Fig. 1: routed clock nets over the placement
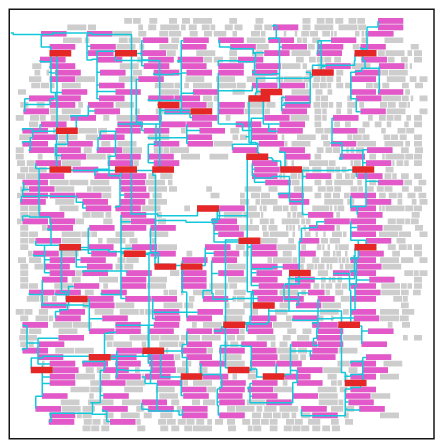
Fig. 2: floorplan with the power grid
Pins as bars on the die edge. Tap cells in grey.
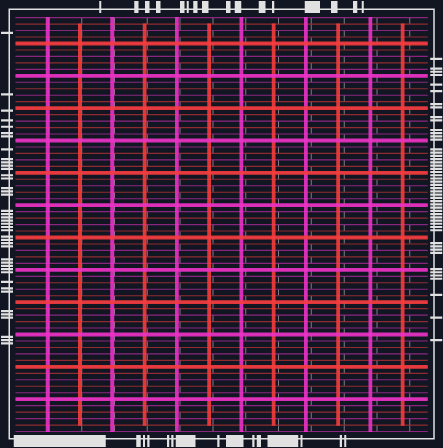
Fig. 3: sequential cells coloured by netlist name
Other sequential cells in the stronger grey, the rest of the logic in the fainter grey.
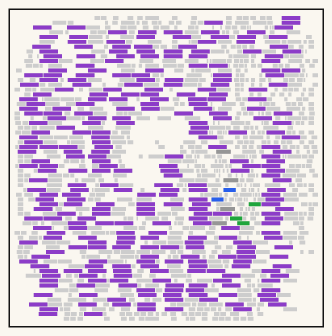
Fig. 4: track usage over the die
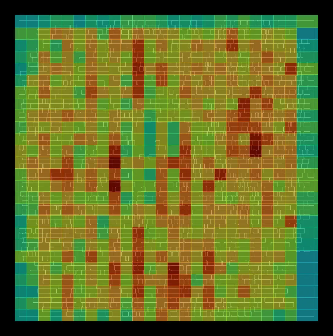
Fig. 5: placement by cell class
The bar under the picture is 50 µm long.
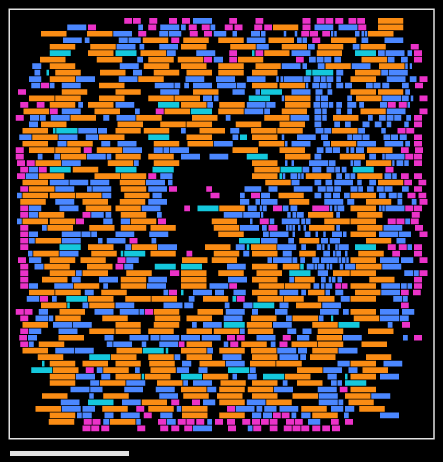
File: src/rtl/store_buffer_pkg.sv
// rtl/store_buffer_pkg.sv - shared types and constants for the store write buffer
package store_buffer_pkg;

    localparam int SB_DEPTH_DEF  = 4;
    localparam int SB_MEM_AW_DEF = 14;

    localparam logic [31:0] BWEB_NONE = 32'hFFFF_FFFF;

    typedef struct packed {
        logic [SB_MEM_AW_DEF-1:0] addr;
        logic [31:0]              data;
        logic [31:0]              bweb;
    } sb_entry_t;

endpackage

File: src/rtl/store_merge_unit.sv
// rtl/store_merge_unit.sv - folds a new masked store into an older entry for the same word
module store_merge_unit (
    input  logic [31:0] old_data,
    input  logic [31:0] old_bweb,
    input  logic [31:0] new_data,
    input  logic [31:0] new_bweb,
    output logic [31:0] merged_data,
    output logic [31:0] merged_bweb
);

    // Bits the new store enables (bweb low) take the new data; the rest keep the old.
    assign merged_data = (old_data & new_bweb) | (new_data & ~new_bweb);
    assign merged_bweb = old_bweb & new_bweb;

endmodule

File: src/rtl/store_write_buffer.sv
// rtl/store_write_buffer.sv - coalescing store FIFO between the MEM stage and the data SRAM
module store_write_buffer
    import store_buffer_pkg::*;
#(
    parameter int DEPTH  = SB_DEPTH_DEF,
    parameter int MEM_AW = SB_MEM_AW_DEF
) (
    input  logic              clk,
    input  logic              rst_n,
    input  logic              st_valid,
    input  logic [31:0]       st_addr,
    input  logic [31:0]       st_wdata,
    input  logic [31:0]       st_bweb,
    output logic              sb_stall,
    input  logic              ld_valid,
    input  logic [31:0]       ld_addr,
    output logic              ld_hazard,
    output logic              sb_empty,
    output logic              mem_ceb,
    output logic              mem_web,
    output logic [MEM_AW-1:0] mem_addr,
    output logic [31:0]       mem_wdata,
    output logic [31:0]       mem_bweb,
    input  logic              mem_ready
);

    localparam int PW = $clog2(DEPTH);

    typedef struct packed {
        logic [MEM_AW-1:0] addr;
        logic [31:0]       data;
        logic [31:0]       bweb;
    } entry_t;

    entry_t            entries [DEPTH];
    logic [PW-1:0]     head;
    logic [PW-1:0]     tail;
    logic [PW-1:0]     youngest;
    logic [PW:0]       count;

    logic [MEM_AW-1:0] st_word;
    logic [MEM_AW-1:0] ld_word;
    logic              merge_hit;
    logic              do_push;
    logic              do_pop;
    logic              full;
    logic [31:0]       merged_data;
    logic [31:0]       merged_bweb;
    logic [DEPTH-1:0]  ld_match;
    logic              unused_addr_bits;

    assign st_word          = st_addr[MEM_AW+1:2];
    assign ld_word          = ld_addr[MEM_AW+1:2];
    assign unused_addr_bits = ^{st_addr[31:MEM_AW+2], st_addr[1:0], ld_addr[31:MEM_AW+2], ld_addr[1:0]};

    assign youngest = tail - PW'(1);
    assign full     = (count == (PW+1)'(DEPTH));
    assign sb_empty = (count == '0);

    // Requiring two entries keeps the head, which may be on the SRAM port, out of reach.
    assign merge_hit = st_valid && (count >= (PW+1)'(2)) && (entries[youngest].addr == st_word);
    assign do_push   = st_valid && !merge_hit && !full;
    assign do_pop    = !sb_empty && mem_ready;
    assign sb_stall  = st_valid && !merge_hit && full;

    store_merge_unit u_merge (
        .old_data    (entries[youngest].data),
        .old_bweb    (entries[youngest].bweb),
        .new_data    (st_wdata),
        .new_bweb    (st_bweb),
        .merged_data (merged_data),
        .merged_bweb (merged_bweb)
    );

    always_ff @(posedge clk) begin
        if (!rst_n) begin
            head  <= '0;
            tail  <= '0;
            count <= '0;
        end else begin
            if (merge_hit) begin
                entries[youngest].data <= merged_data;
                entries[youngest].bweb <= merged_bweb;
            end
            if (do_push) begin
                entries[tail] <= '{addr: st_word, data: st_wdata, bweb: st_bweb};
                tail          <= tail + PW'(1);
            end
            if (do_pop) begin
                head <= head + PW'(1);
            end
            case ({do_push, do_pop})
                2'b10:   count <= count + (PW+1)'(1);
                2'b01:   count <= count - (PW+1)'(1);
                default: count <= count;
            endcase
        end
    end

    // An entry is live when its distance from head is below count.
    for (genvar g = 0; g < DEPTH; g++) begin : g_ld_match
        logic [PW-1:0] rel;
        assign rel         = PW'(g) - head;
        assign ld_match[g] = ({1'b0, rel} < count) && (entries[g].addr == ld_word);
    end

    assign ld_hazard = ld_valid && (|ld_match);

    assign mem_ceb   = sb_empty;
    assign mem_web   = sb_empty;
    assign mem_addr  = sb_empty ? '0        : entries[head].addr;
    assign mem_wdata = sb_empty ? '0        : entries[head].data;
    assign mem_bweb  = sb_empty ? BWEB_NONE : entries[head].bweb;

endmodule

File: config.mk
export PLATFORM = sky130hd
export DESIGN_NAME = store_write_buffer
export DESIGN_NICKNAME = d
export VERILOG_FILES = /design/src/rtl/store_buffer_pkg.sv /design/src/rtl/store_merge_unit.sv /design/src/rtl/store_write_buffer.sv
export SDC_FILE = /design/constraint.sdc
export NUM_CORES = 1
export LEC_CHECK = 0
export CAP_MARGIN = 20
export CORE_AREA = 2 2 176 178
export DETAILED_ROUTE_END_ITERATION = 8
export DIE_AREA = 0 0 178 180
export HOLD_SLACK_MARGIN = 0.06
export PLACE_DENSITY = 0.77
export SLEW_MARGIN = 40
export SYNTH_ARGS = -nofsm -noshare
export SYNTH_HDL_FRONTEND = slang
export SYNTH_HIERARCHICAL = 1
export SYNTH_SLANG_ARGS = --single-unit
File: constraint.sdc
create_clock -name clk -period 9.9 [get_ports clk]
set_input_delay 2.97 -clock clk [delete_from_list [all_inputs] [get_ports clk]]
set_output_delay 2.97 -clock clk [all_outputs]
set_load 0.02 [all_outputs]
==> flow.log <==
[metrics] run summary
INFO  metric run_status = completed
INFO  metric async_sr_flop_fraction = 0%
INFO  metric viasPerCell = about 6.1
INFO  metric timing.critical_path.fanout_max = 6
INFO  metric mux_area_share = roughly 28%
INFO  metric power_report.internal_total = between 3000 and 4000 µW
INFO  metric place_area = 0.0189 mm²
INFO  metric worst_setup_path_endpoint = sb_stall
INFO  metric global_route.usage.met3 = under 10%
INFO  metric syn-instance-count = between 900 and 1000
INFO  metric layout_top_cell = edfxtp_1
INFO  metric slew-limit-headroom = roughly 45%
INFO  metric synth_cell_types = around 48
INFO  metric comb_area_share = roughly 35%
INFO  metric area_growth_syn_to_layout = 19.1%
INFO  metric ant_nets = 0
INFO  metric crit_path_top_delay_cell = clkdlybuf4s50_1
INFO  metric place_congestion = approximately 0.85
INFO  metric vias_in_the_first_global_route = 10050
INFO  metric design.final.nets = ~1300
INFO  metric ys_area = 0.0167 mm²
INFO  metric cpLargestDelayFamily = buffers and inverters
INFO  metric drt-pass1-iter-count = 5
INFO  metric drv.max_cap_violation_count = 0
INFO  metric netSwitchingFraction = between 30% and 40%
INFO  metric crit_path_kind = primary input to output port
INFO  metric final_min_period_over_clock_period = between 80% and 90%
INFO  metric floorplan.nets = ~1100
INFO  metric postSynthSeqShare = between 50% and 60%
INFO  metric crit_cells = 7
INFO  metric grt_setup_unrepaired = no
INFO  metric worst_pin_slew = about 830 ps
INFO  metric worstPathArrival = roughly 5700 ps
INFO  metric critical_path.reg2reg.startpoint = tail[0]
INFO  metric placed_instances = 1480
INFO  metric crit_required = between 6000 and 7000 ps
INFO  metric chip_area = approximately 0.032 mm²
INFO  metric fill_cells = roughly 2100
INFO  metric numCtsBuffers = 34
INFO  metric clkbuf_count = a little over 40
INFO  metric synth.logic.top_family = multiplexers
INFO  metric postCtsSetupBuffers = 0
INFO  metric cts_hold_fix_bufs = 0
INFO  metric numSequentialCells = about 320
INFO  metric cp.buffers_inverters = 2
INFO  metric vias = between 9000 and 10000
Back to the opening pictures, Fig. 1:
[flip-flops] magenta | count: 321
[clock wires] cyan | length: 3510 µm
[clock drivers] red | count: 34
flops lie	spread over the die
routed clock nets	35
latest clock arrival within the worst-skew pair: 510 ps
clock network fraction of total power: 22.1%
post-route clock skew: 23.9 ps
power in the clock group: 1140 µW

Back to the opening pictures, Fig. 2:
net	colour
VDD	red
VSS	magenta
rows	64
met4 straps	12
met5 straps	12
die y size: 180 µm
core region area: 0.0302 mm²
peak supply drop: 0.179 mV
Chip Width: 178 µm

Back to the opening pictures, Fig. 3:
netlist name	colour	sequential cells
count	green	3
entries	purple	312
head	blue	2
not coloured	4
area taken by flip-flops and latches: 0.00956 mm²
sequential power: 1920 µW
flop share of the area: 48.0%
final standard cell utilization of the core: 66.0%

Back to the opening pictures, Fig. 4:
Routed WL per cell: 24.0 µm
met1 global-route usage: 32.5%
global routing's busiest layer: met2

Back to the opening pictures, Fig. 5:
class	colour	cells	share of their area
clock drivers and dummy loads	cyan	53	5.1%
other buffers and delay cells	magenta	192	9.9%
flops	orange	321	49%
combinational and other logic	blue	572	36%
number of rows created at floorplan: 64
area of all placed cells without fillers: 0.0199 mm²

## flip-flops by register name (all words and copies together), names as in the netlist, named ones only
| register | flops |
|---|---|
| count | 3 |
| tail | 2 |
| entries | 312 |
| head | 2 |
## per-stage QoR
stage	worst slack [ps]	hold WS (ps)	power (µW)
floorplan	2020	593	3330
global placement	1260	654	4040
detailed placement	1240	656	4070
CTS	1220	674	5230
global route	1110	723	5420
finish	1200	675	5180
## cells in the mapped netlist, types with 13 or more instances
library cell  number  area share, %
clkbuf_1          31           0.70
nor2_1            23           0.52
nor2b_1           49            1.8
and2_2            32            1.4
buf_1             18           0.40
edfxtp_1         312             56
mux2_1            17            1.1
xor2_1            41            2.1
mux2_2            48            3.2
mux4_2           152             20
inv_1             19           0.43
mux2_4            32            2.9
nand2_1           13           0.29
or2_2             34            1.3
xnor2_1           35            1.8
Power and IR drop assume default switching activity.
